logic_types.png
Drawn at 2 px/um.
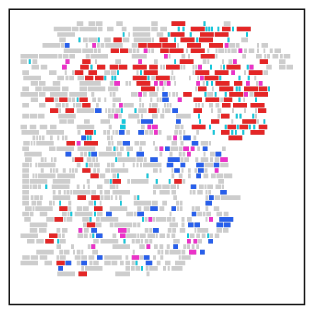
metal_density.png
Drawn at 2 px/um. The die is cut into 29 by 29 equal tiles; dark purple is low, yellow is high, scaled to the fullest tile. Values are wire area over tile area, all layers added.
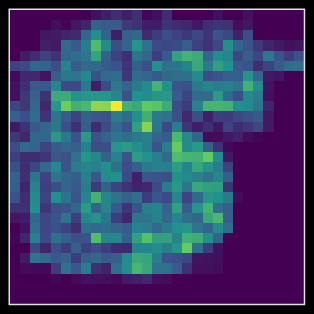
detail.png
Window x 58 to 88, y 58 to 88 um. Cells in gray, sequential cells in the stronger gray; small squares are vias.
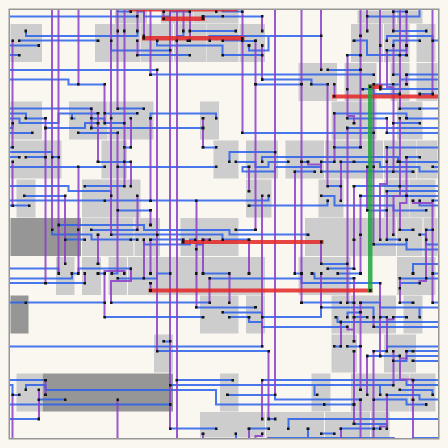
wires.png
Drawn at 2 px/um. Only two layers are drawn.
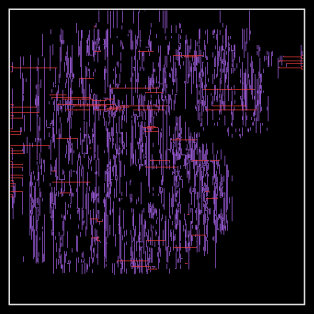
===== src/rtl/signal_gen_pkg.sv =====
`default_nettype none
// +----------------------------------------------------------------------+
// | signal_gen_pkg                                                       |
// | Shared waveform-mode encoding, default sample rate, frequency clamp. |
// | Revision: 1.0                                                        |
// +----------------------------------------------------------------------+
package signal_gen_pkg;

    typedef enum logic [1:0] {
        WAVE_TRI    = 2'd0,
        WAVE_SAW    = 2'd1,
        WAVE_SQUARE = 2'd2,
        WAVE_PULSE  = 2'd3
    } wave_mode_t;

    localparam int DEFAULT_FS_HZ = 32000;

    // Saturate a requested frequency just below Nyquist.
    function automatic logic [31:0] clamp_freq(input logic [31:0] freq, input logic [31:0] fs_hz);
        logic [31:0] w_max;
        w_max = (fs_hz >> 1) - 32'd1;
        return (freq > w_max) ? w_max : freq;
    endfunction

endpackage
`default_nettype wire


===== src/rtl/wave_shaper.sv =====
`default_nettype none
// +----------------------------------------------------------------------+
// | wave_shaper                                                          |
// | Combinational table-index to waveform-sample mapping.                |
// | Revision: 1.0                                                        |
// +----------------------------------------------------------------------+
module wave_shaper
    import signal_gen_pkg::*;
#(
    parameter int TABLE_ADDR_W = 7,
    parameter int SAMPLE_W     = 8
) (
    input  logic [TABLE_ADDR_W-1:0] idx,
    input  wave_mode_t              mode,
    input  logic [TABLE_ADDR_W-1:0] duty,
    output logic [SAMPLE_W-1:0]     wave
);

    localparam int                      c_K    = SAMPLE_W - TABLE_ADDR_W;
    localparam logic [TABLE_ADDR_W-1:0] c_HALF = {1'b1, {(TABLE_ADDR_W-1){1'b0}}};
    localparam logic [SAMPLE_W-1:0]     c_MAX  = '1;

    // D - idx taken modulo D; only used on the falling half where it is exact.
    logic [TABLE_ADDR_W-1:0] w_neg;
    assign w_neg = -idx;

    always_comb begin
        wave = '0;
        case (mode)
            WAVE_TRI: begin
                if (idx < c_HALF)       wave = SAMPLE_W'(idx) << (c_K + 1);
                else if (idx == c_HALF) wave = c_MAX;
                else                    wave = SAMPLE_W'(w_neg) << (c_K + 1);
            end
            WAVE_SAW:    wave = SAMPLE_W'(idx) << c_K;
            WAVE_SQUARE: wave = (idx < c_HALF) ? c_MAX : '0;
            WAVE_PULSE:  wave = (idx < duty) ? c_MAX : '0;
            default:     wave = '0;
        endcase
    end

endmodule
`default_nettype wire


===== src/rtl/signal_generator_multi.sv =====
`default_nettype none
// +----------------------------------------------------------------------+
// | signal_generator_multi                                               |
// | Phase-accumulator oscillator with period-boundary settings, volume.  |
// | Revision: 1.0                                                        |
// +----------------------------------------------------------------------+
module signal_generator_multi
    import signal_gen_pkg::*;
#(
    parameter int FS_HZ        = DEFAULT_FS_HZ,
    parameter int FREQ_W       = 14,
    parameter int PHASE_W      = 16,
    parameter int TABLE_ADDR_W = 7,
    parameter int SAMPLE_W     = 8
) (
    input  logic                    CLK_32KHz,
    input  logic                    reset,
    input  logic                    enable,
    input  logic                    phaseSync,
    input  logic [FREQ_W-1:0]       inputFrequency,
    input  logic [1:0]              mode,
    input  logic [TABLE_ADDR_W-1:0] duty,
    input  logic [7:0]              volume,
    output logic [SAMPLE_W-1:0]     outputSample,
    output logic                    sampleValid,
    output logic                    indexZero
);

    localparam logic [PHASE_W-1:0] c_FS   = PHASE_W'(FS_HZ);
    localparam logic [PHASE_W-1:0] c_STEP = PHASE_W'(FS_HZ >> TABLE_ADDR_W);
    localparam logic [31:0]        c_FS32 = 32'(FS_HZ);

    logic [PHASE_W-1:0]      r_phase;
    logic [FREQ_W-1:0]       r_freq_sh;
    wave_mode_t              r_mode_sh;
    logic [TABLE_ADDR_W-1:0] r_duty_sh;
    logic                    r_load_pending;

    logic [FREQ_W-1:0]       w_f_live;
    logic [FREQ_W-1:0]       w_f_eff;
    wave_mode_t              w_mode_live;
    wave_mode_t              w_mode_eff;
    logic [TABLE_ADDR_W-1:0] w_duty_eff;
    logic [PHASE_W-1:0]      w_sum;
    logic                    w_wrap;
    logic [TABLE_ADDR_W-1:0] w_idx;
    logic [SAMPLE_W-1:0]     w_wave;
    logic [8:0]              w_gain;
    logic [SAMPLE_W+8:0]     w_prod;
    logic [SAMPLE_W-1:0]     w_scaled;

    assign w_f_live    = FREQ_W'(clamp_freq(32'(inputFrequency), c_FS32));
    assign w_mode_live = wave_mode_t'(mode);
    assign w_f_eff     = r_load_pending ? w_f_live    : r_freq_sh;
    assign w_mode_eff  = r_load_pending ? w_mode_live : r_mode_sh;
    assign w_duty_eff  = r_load_pending ? duty        : r_duty_sh;

    // PHASE_W is sized so phase + fEff never overflows before the modulus test.
    assign w_sum  = r_phase + PHASE_W'(w_f_eff);
    assign w_wrap = (w_sum >= c_FS);
    assign w_idx  = TABLE_ADDR_W'(r_phase / c_STEP);

    wave_shaper #(
        .TABLE_ADDR_W (TABLE_ADDR_W),
        .SAMPLE_W     (SAMPLE_W)
    ) u_wave_shaper (
        .idx  (w_idx),
        .mode (w_mode_eff),
        .duty (w_duty_eff),
        .wave (w_wave)
    );

    assign w_gain   = {1'b0, volume} + 9'd1;
    assign w_prod   = (SAMPLE_W+9)'(w_wave) * (SAMPLE_W+9)'(w_gain);
    assign w_scaled = SAMPLE_W'(w_prod >> 8);

    always_ff @(posedge CLK_32KHz or posedge reset) begin
        if (reset) begin
            r_phase        <= '0;
            r_freq_sh      <= '0;
            r_mode_sh      <= WAVE_TRI;
            r_duty_sh      <= '0;
            r_load_pending <= 1'b1;
            outputSample   <= '0;
            sampleValid    <= 1'b0;
            indexZero      <= 1'b0;
        end else begin
            // The wrapping step still uses the old settings; new ones apply afterwards.
            if (!enable || phaseSync || r_load_pending || w_wrap) begin
                r_freq_sh <= w_f_live;
                r_mode_sh <= w_mode_live;
                r_duty_sh <= duty;
            end
            if (enable) begin
                r_load_pending <= 1'b0;
                if (phaseSync)   r_phase <= '0;
                else if (w_wrap) r_phase <= w_sum - c_FS;
                else             r_phase <= w_sum;
                outputSample <= w_scaled;
                indexZero    <= (w_idx == '0);
                sampleValid  <= 1'b1;
            end else begin
                outputSample <= '0;
                indexZero    <= 1'b0;
                sampleValid  <= 1'b0;
            end
        end
    end

endmodule
`default_nettype wire

===== config.mk =====
export PLATFORM = sky130hd
export DESIGN_NAME = signal_generator_multi
export DESIGN_NICKNAME = d
export VERILOG_FILES = /design/src/rtl/signal_gen_pkg.sv /design/src/rtl/wave_shaper.sv /design/src/rtl/signal_generator_multi.sv
export SDC_FILE = /design/constraint.sdc
export NUM_CORES = 1
export LEC_CHECK = 0
export CAP_MARGIN = 20
export CORE_MARGIN = 5
export CORE_UTILIZATION = 40
export CTS_CLUSTER_DIAMETER = 120
export DETAILED_ROUTE_END_ITERATION = 10
export SETUP_SLACK_MARGIN = 0.3
export SLEW_MARGIN = 20
export SYNTH_ARGS = -nofsm -noshare
export SYNTH_HDL_FRONTEND = slang
export SYNTH_SLANG_ARGS = --single-unit

===== constraint.sdc =====
create_clock -name CLK_32KHz -period 25.4 [get_ports CLK_32KHz]
set_clock_uncertainty 0.2 [all_clocks]
set_input_delay 5.08 -clock CLK_32KHz [delete_from_list [all_inputs] [get_ports CLK_32KHz]]
set_output_delay 5.08 -clock CLK_32KHz [all_outputs]
set_load 0.05 [all_outputs]

==> results.yml <==
# flow metrics
critical_path:
  path_cells: "clkdlybuf4s50_1 -> mux2i_1 -> ha_1 -> a2111oi_0 -> o21ai_0 -> a2111oi_0 -> o211ai_1 -> and3_1 -> a22o_1 -> or2_1 -> fa_1 -> fa_1 -> inv_1 -> fa_1 -> fa_1 -> ha_1 -> nand4b_1 -> nor4_1 -> nand2_1 -> a311oi_2 -> o31ai_4 -> nor2_2 -> o21ai_1 -> a211oi_2"
  worstSetupStartpoint: "duty[6]"
  required_ns: 25.39
  delay_of_the_slowest_cell_on_the_worst_path_ns: 0.69
  ff2ff_setup_slack_ns: 12.89
  path_class: "primary input to flop"
  worstPathMaxFanout: 9
  worst_r2r_endpoint: "outputSample[5]"
  worst_ep_arrival_time_ns: 12.51
logic_synthesis:
  yosys-top-cells-area: "dfrtp_1, fa_1, ha_1, nor2_1, inv_1"
  synth_flop_count: 50
  yosys-stat-cells: 886
  synth-edff-count: 0
  synthesis.yosys.warnings: 0
  syn-cell-area_mm2: 0.00749
  unique_masters_post_synth: 109
  yosys_synthesis_chip_area_mm2: 0.00749
final_timing:
  finalHoldViolations: 0
  finalMaxSlewViolations: 0
  fin_worst_hold_slack_ns: 0.307
  final.setup.worst_slack_ns: 12.88
  setup_violations: 0
  setup_repair_after_global_routing_missed_its_margin: "false"
  finalWorstPathRequiredPeriod_ns: 12.52
floorplanning:
  die_area_mm2: 0.0216
  die-width_um: 147
hold_path:
  timing.hold.worst.start: "r_freq_sh[10]"
detailed_routing:
  remaining_design_rule_violation_count: 0
  route.antenna.remaining_nets: 0
  drt_first_pass_iters: 5
  detail_route.iter0.violations: 377
global_routing:
  first_pass_grt_wire_length_um: 30900
  gr-total-overflow: 0
clocking:
  tritoncts_clock_tree: "done"
  cts_sinks: 50
  clk_pin_slew_worst_paths_ns: 0.07
  cts_inserted_buffers: 5
place:
  dp.final_hpwl_um: 14400
  detailedPlace.worstSlack_ns: 12.68
  placedCellCount: 1136
final_layout:
  final_cell_mix: "nor2_1, inv_1, ha_1, a21oi_1, nand2_1"
  nNetsFinal: 1041
  share_of_cells_above_drive_strength_1_pct: 10.0
run_status:
  status: "finished clean"
About logic_types.png:
- cyan: inverters (cells 91)
- magenta: AND and OR gates (cells 47)
- red: adder and majority cells (cells 98)
- blue: AND-OR and OR-AND gates (cells 54)
Comb area share: 69.4%
most used logic cell in the final layout: nor2_1

About metal_density.png:
- nearly empty tiles: 29%
- densest ninth of the die: center
- emptiest ninth of the die: south-east
- fullest tile: 0.58
- mean over tiles: 0.13
- tiles over half the peak: 10%
routed wirelength normalized by instance count: 15.9 um
DR vias: 6,425
aggregate routed wire length: 18,200 um
total routing usage reported by global routing: 16.8%

About detail.png:
- red: metal 3
- green: metal 4
- blue: metal 1
- purple: metal 2
- most frequent: nand2_1 (8), o21ai_0 (6), a21oi_1 (4)
- sequential cells in the window: 2
- cells with their middle in the window: 61
- netlist names of flops here include: `r_phase` (2)

About wires.png:
- purple: metal 2 (wire length 7,810 um)
- red: metal 3 (wire length 686 um)

==> kinds of logic (layout without fill, tap and decap cells) <==
group | count (synthesis) | count (layout) | share of synthesized area (%)
AOI/OAI and AO/OA | 255 | 255 | 26.2
xor gates and xnor gates | 42 | 42 | 4.91
adders and majority gates | 98 | 98 | 20.5
buffers and inverters | 123 | 147 | 6.84
DFF | 50 | 50 | 16.7
muxes | 40 | 40 | 5.96
and+or+nand+nor | 278 | 278 | 18.9
==> final cells by class <==
class / count / area (um2) / area share (%)
Multi-Input combinational cell: 713 / 5730 / 69.4
Sequential cell: 50 / 1250 / 15.2
Timing Repair Buffer: 48 / 470 / 5.70
Inverter: 91 / 349 / 4.23
Tap cell: 234 / 293 / 3.55
Clock buffer: 7 / 133 / 1.61
Clock inverter: 1 / 30.0 / 0.364
==> flip-flops by register name, summed over array words and instances, names as in the netlist <==
| name | flops |
|---|---|
| r_freq_sh | 14 |
| r_duty_sh | 7 |
| r_load_pending | 1 |
| r_mode_sh | 2 |
| sampleValid | 1 |
| r_phase | 16 |
| outputSample | 8 |
| indexZero | 1 |
==> metal layers <==
| layer | up-vias | global-route usage, % | wire length [um] |
|---|---|---|---|
| li1 | 3230 | - | - |
| met1 | 3050 | 26.0 | 9530 |
| met2 | 129 | 25.6 | 7810 |
| met3 | 16 | 1.48 | 686 |
| met4 | 0 | 2.87 | 180 |
| met5 | - | 0 | 0 |
